===== src/rtl/mult_pkg.sv =====
// Shared multiplier/accumulator package: default widths, clog2 helper,
// and the output-slot state type used by product_accumulator.
package mult_pkg;

  localparam int BW_DEF = 8;
  localparam int N_DEF  = 4;

  function automatic int clog2(input int v);
    int r;
    r = 0;
    while ((1 << r) < v) r++;
    return r;
  endfunction

  typedef enum logic {
    OUT_EMPTY = 1'b0,
    OUT_FULL  = 1'b1
  } out_state_t;

endpackage


===== src/rtl/product_accumulator_if.sv =====
// Product stream in / group sum out handshake bundle.
// master: product source + sum consumer; slave: the accumulator.
interface product_accumulator_if
  import mult_pkg::*;
#(
  parameter int bw = BW_DEF,
  parameter int N  = N_DEF
);
  localparam int AW = 2*bw + clog2(N);

  logic [2*bw-1:0] prod_in;
  logic            prod_valid;
  logic            prod_ready;
  logic            clear;
  logic [AW-1:0]   sum_out;
  logic            sum_valid;
  logic            sum_ready;
  logic            busy;

  modport master (
    output prod_in, prod_valid, clear, sum_ready,
    input  prod_ready, sum_out, sum_valid, busy
  );

  modport slave (
    input  prod_in, prod_valid, clear, sum_ready,
    output prod_ready, sum_out, sum_valid, busy
  );

endinterface


===== src/rtl/product_accumulator.sv =====
// Sums every N accepted products; one-slot registered result output.
// Ports: CLK, RESETn (async low), io (slave: products in, sums out).
module product_accumulator
  import mult_pkg::*;
#(
  parameter int bw = BW_DEF,
  parameter int N  = N_DEF
) (
  input logic                  CLK,
  input logic                  RESETn,
  product_accumulator_if.slave io
);

  localparam int CW = clog2(N);
  localparam int AW = 2*bw + CW;

  logic [AW-1:0] acc;
  logic [CW-1:0] cnt;
  logic [AW-1:0] prod_ext;
  logic [AW-1:0] acc_nxt;
  logic [AW-1:0] sum_r;
  out_state_t    state;
  out_state_t    state_nxt;
  logic          cnt_last;
  logic          rdy;
  logic          accept;
  logic          done;
  logic          xfer;

  assign prod_ext = {{CW{1'b0}}, io.prod_in};
  assign acc_nxt  = acc + prod_ext;
  assign cnt_last = (cnt == CW'(N-1));
  assign accept   = io.prod_valid && rdy;
  assign done     = accept && cnt_last && !io.clear;
  assign xfer     = (state == OUT_FULL) && io.sum_ready;

  always_ff @(posedge CLK or negedge RESETn) begin
    if (!RESETn) begin
      state <= OUT_EMPTY;
    end else begin
      state <= state_nxt;
    end
  end

  always_comb begin
    state_nxt = state;
    unique case (state)
      OUT_EMPTY: if (done) state_nxt = OUT_FULL;
      OUT_FULL:  if (xfer && !done) state_nxt = OUT_EMPTY;
      default:   state_nxt = OUT_EMPTY;
    endcase
  end

  // Ready stalls only the group-completing product while the slot is full.
  always_comb begin
    rdy          = !((state == OUT_FULL) && cnt_last);
    io.prod_ready = rdy;
    io.sum_valid  = (state == OUT_FULL);
    io.busy       = (cnt != '0) || (state == OUT_FULL);
    io.sum_out    = sum_r;
  end

  always_ff @(posedge CLK or negedge RESETn) begin
    if (!RESETn) begin
      acc   <= '0;
      cnt   <= '0;
      sum_r <= '0;
    end else if (io.clear) begin
      acc <= '0;
      cnt <= '0;
    end else if (accept) begin
      if (cnt_last) begin
        sum_r <= acc_nxt;
        acc   <= '0;
        cnt   <= '0;
      end else begin
        acc <= acc_nxt;
        cnt <= cnt + 1'b1;
      end
    end
  end

endmodule


===== src/flat_wrapper.sv =====
// flat-port wrapper written by rule: the top's interface ports become plain ports
module product_accumulator_flat import mult_pkg::*;
#(
  parameter int bw = BW_DEF,
  parameter int N  = N_DEF
)
  (CLK, RESETn, io_prod_in, io_prod_valid, io_clear, io_sum_ready, io_prod_ready, io_sum_out, io_sum_valid, io_busy);
  product_accumulator_if #(.bw(bw), .N(N)) io_i ();
  input logic CLK;
  input logic RESETn;
  input wire logic [$bits(io_i.prod_in)-1:0] io_prod_in;
  input wire logic [$bits(io_i.prod_valid)-1:0] io_prod_valid;
  input wire logic [$bits(io_i.clear)-1:0] io_clear;
  input wire logic [$bits(io_i.sum_ready)-1:0] io_sum_ready;
  output wire logic [$bits(io_i.prod_ready)-1:0] io_prod_ready;
  output wire logic [$bits(io_i.sum_out)-1:0] io_sum_out;
  output wire logic [$bits(io_i.sum_valid)-1:0] io_sum_valid;
  output wire logic [$bits(io_i.busy)-1:0] io_busy;
  assign io_i.prod_in = io_prod_in;
  assign io_i.prod_valid = io_prod_valid;
  assign io_i.clear = io_clear;
  assign io_i.sum_ready = io_sum_ready;
  assign io_prod_ready = io_i.prod_ready;
  assign io_sum_out = io_i.sum_out;
  assign io_sum_valid = io_i.sum_valid;
  assign io_busy = io_i.busy;
  product_accumulator #(.bw(bw), .N(N)) u_core (.CLK(CLK), .RESETn(RESETn), .io(io_i));
endmodule

===== config.mk =====
export PLATFORM = sky130hd
export DESIGN_NAME = product_accumulator_flat
export DESIGN_NICKNAME = d
export VERILOG_FILES = /design/src/rtl/mult_pkg.sv /design/src/rtl/product_accumulator_if.sv /design/src/rtl/product_accumulator.sv /design/src/flat_wrapper.sv
export SDC_FILE = /design/constraint.sdc
export NUM_CORES = 1
export LEC_CHECK = 0
export CAP_MARGIN = 10
export CORE_ASPECT_RATIO = 0.8
export CORE_MARGIN = 5
export CORE_UTILIZATION = 63
export CTS_CLUSTER_SIZE = 25
export DETAILED_ROUTE_END_ITERATION = 7
export DONT_BUFFER_PORTS = 1
export GPL_TIMING_DRIVEN = 0
export PLACE_DENSITY = 0.9
export SETUP_SLACK_MARGIN = 0.4
export SLEW_MARGIN = 20
export SYNTH_ARGS = -nofsm -noshare
export SYNTH_HDL_FRONTEND = slang
export SYNTH_SLANG_ARGS = --single-unit

===== constraint.sdc =====
create_clock -name CLK -period 2.5 [get_ports CLK]
set_input_delay 0.25 -clock CLK [delete_from_list [all_inputs] [get_ports CLK]]
set_output_delay 0.25 -clock CLK [all_outputs]
set_load 0.03 [all_outputs]

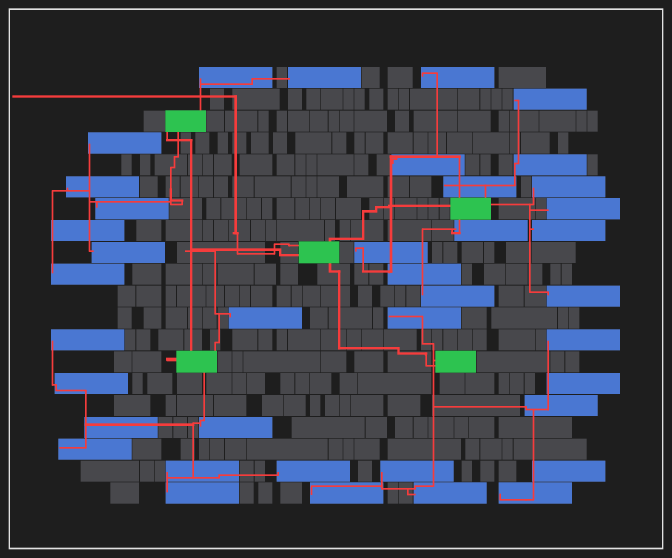
clk_routes.png
[green] clock drivers | count: 5
[red] clock wires | length: 537 um
[blue] flip-flops | count: 39
routed clock nets	6
flops lie	spread over the die
Clk. pwr: 0.647 mW
clock power share: 26.5%
worst skew pair latency: 0.31 ns

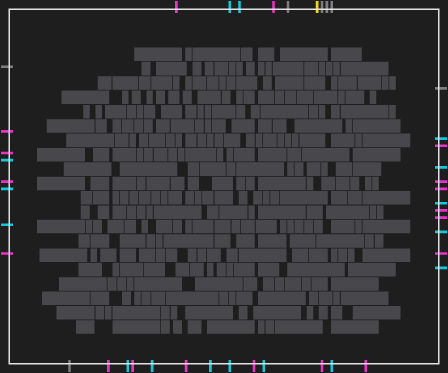
io_placement.png
Pins as bars across the die edge, other pins in gray.
color	port	pins	direction	edge
magenta	io_sum_out	18	output	6 east, 6 south, 4 west, 2 north
cyan	io_prod_in	16	input	6 south, 5 east, 3 west, 2 north
yellow	io_sum_valid	1	output	north
Vert. Die Dim: 66.9 um
die x size: 81.1 um
IO Port Bufs: 0

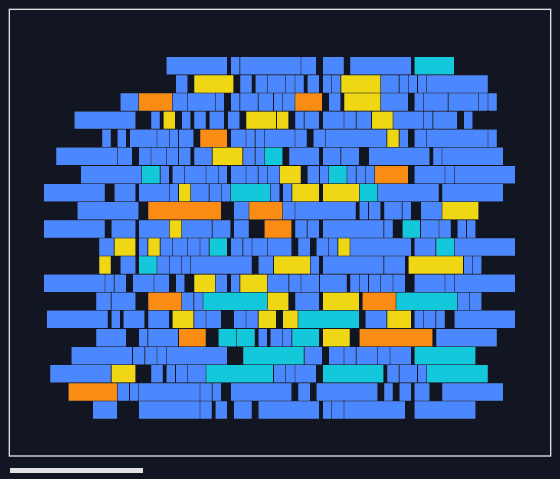
sizes.png
The bar under the picture is 20 um long.
color	size	cells
blue	_0 and _1 cells	253
orange	_6 and larger	12
yellow	_2 cells	31
cyan	_3 and _4 cells	21
PnR worst setup slack: 0.157 ns
Non-clock buffers: 32
Post-Layout Inst Area: 3120 um2

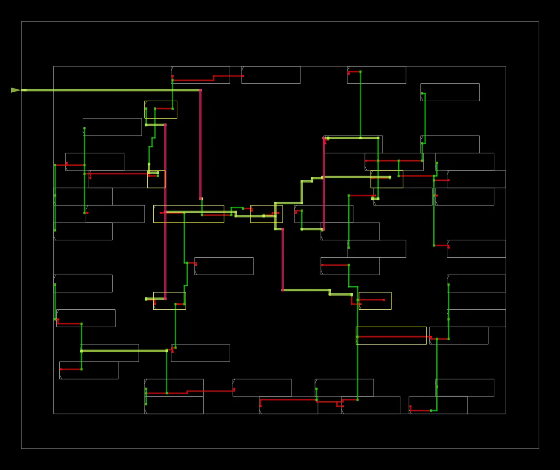
clocks.png
Num CTS Buffers: 5
Clock Sinks: 39
flop count: 39

==> impl_metrics.tcl <==
# implementation run metrics
set metrics [dict create \
    overflow 0 \
    place_congestion 0.963 \
    fillers 205 \
    crit_path_start "u_core.acc[0]$_DFFE_PN0P_" \
    hold_viol_final 0 \
    ff_type "dfrtp_1" \
    crit_buf_inv 0 \
    dr.pass1.iters 8 \
    mux_area_share_pct 0.393 \
    hold_path_class "primary input to flop" \
    powerDensity_nw_per_um2 783 \
    grt_pass1_wl_um 11400 \
    finalNetCount 356 \
    die_area_um2 5420 \
    num_io_pins 42 \
    place_hpwl_um 4650 \
    comb_area_um2 1700 \
    top_cell_area_share_pct 38.3 \
    ys_cells 295 \
    rows 20 \
    dpl_cell_area_um2 2630 \
    pre_cts_ws_ns -0.0135 \
    endpoint "u_core.acc[14]$_DFFE_PN0P_" \
    rsz0062_at_grt "yes" \
    tns_ns 0 \
    wl_um 8060 \
    worstPathRequired_ns 2.69 \
    wl_per_cell_um 21.7 \
    dominant_cells "multi-input combinational cells" \
    yosysUniqueCellTypes 49 \
    fmax_mhz 427 \
    utilization_pct 81.0 \
    grt_max_degree 40 \
    seq_share_pct 31.2 \
    synth_flops 39 \
    relSlewSlack_pct 55.8 \
    nClkBuffers 5 \
    clkTransAtPathRegs_ns 0.09 \
    warnings 30 \
    sh_comb_area_pct 54.4 \
    holdWs_ns 0.0341 \
    cp.depth 7 \
    cp_slowest_cell "a221o_2" \
    core_um2 3850 \
    avgSynthCellArea_um2 8.63 \
    aoi_share_pct 26.5 \
    cts_tree "built" \
    synthCells 295 \
    synth_seq_share_pct 38.3 \
    slew_violations 0 \
    drtIter0Drc 481 \
    crit_type "flop to flop" \
    lay_top_cells "nand2_1, dfrtp_1, o21ai_0, a21oi_1, nor2_1" \
    clockBufferDepth 2 \
    syn2layout_area_growth_pct 22.7 \
    arrival_ns 2.53 \
    ys_sh_adder_pct 9.63 \
    taps 55 \
    async_reset_ff_share_pct 100 \
    clk_share_pct 4.37 \
    dp_cells 350 \
    r2r_end "u_core.acc[14]$_DFFE_PN0P_" \
    drive_above_1_share_pct 20.2 \
    final_cells 372 \
    fin_crit_sh_pct 93.7 \
    drc 0 \
    rrSetupSlack_ns 0.16 \
    first_global_vias 2393 \
    rr_worst_depth 7 \
    setup_viol 0 \
    p_leak_nw 1.34 \
    outcome "finished, final reports clean" \
    max_slew.worst_pin.slew_ns 0.663 \
    worstPathMaxFanout 7 \
]
## layer usage
metal / up-vias / part of all wire, % / global-route usage, %
li1: 1140 / - / -
met1: 1256 / 37 / 36.5
met5: - / 0 / 0
met3: 63 / 13 / 7.70
met4: 0 / 5.2 / 8.44
met2: 235 / 45 / 42.9
## cell usage after synthesis, types with 2 or more instances
library cell / n
a31oi_1: 7
a21oi_1: 24
xor2_1: 3
clkbuf_1: 14
a2111oi_0: 2
ha_1: 18
nand2_1: 49
o21a_1: 3
nor3b_1: 2
nor3_1: 4
nor2_1: 13
or3_1: 2
a32o_1: 2
xnor2_1: 4
a211oi_1: 3
nand4_1: 7
o211ai_1: 6
nand3_1: 11
dfrtp_1: 39
o21ai_1: 3
a2111o_1: 3
and2_1: 2
a22o_1: 2
a21o_1: 2
o21ai_0: 29
a211o_1: 6
and3_1: 5
o2111ai_1: 3
buf_2: 3
inv_1: 5
## registers in the layout, summed over array words and instances, names as in the netlist
| signal | cells |
|---|---|
| u_core.acc | 18 |
| u_core.io.sum_out | 18 |
| u_core.cnt | 2 |
| u_core.io.sum_valid | 1 |
## power by group
group / switching, mW / internal [mW]
combinational: 0.501 / 0.322
clock: 0.249 / 0.398
sequential: 0.232 / 0.742
total: 0.982 / 1.46
## what timing repair did
item,4_1_cts,5_1_grt
cloned,0,1
setup buffers,4,6
pin swaps,6,16
endpoints found under the setup margin,23,28
hold endpoints to repair,39,1
resized,18,43
hold buffers,2,1
## logic make-up (layout without fill, tap and decap cells)
family | count (synthesis) | after routing
AND-OR/OR-AND | 104 | 104
XOR/XNOR | 7 | 7
adder cells (fa/ha/maj) | 19 | 19
buffers and inverters | 23 | 45
flip-flops | 39 | 39
multiplexers | 1 | 1
AND/OR/NAND/NOR | 102 | 102
Power is estimated from default activity; no workload was simulated.
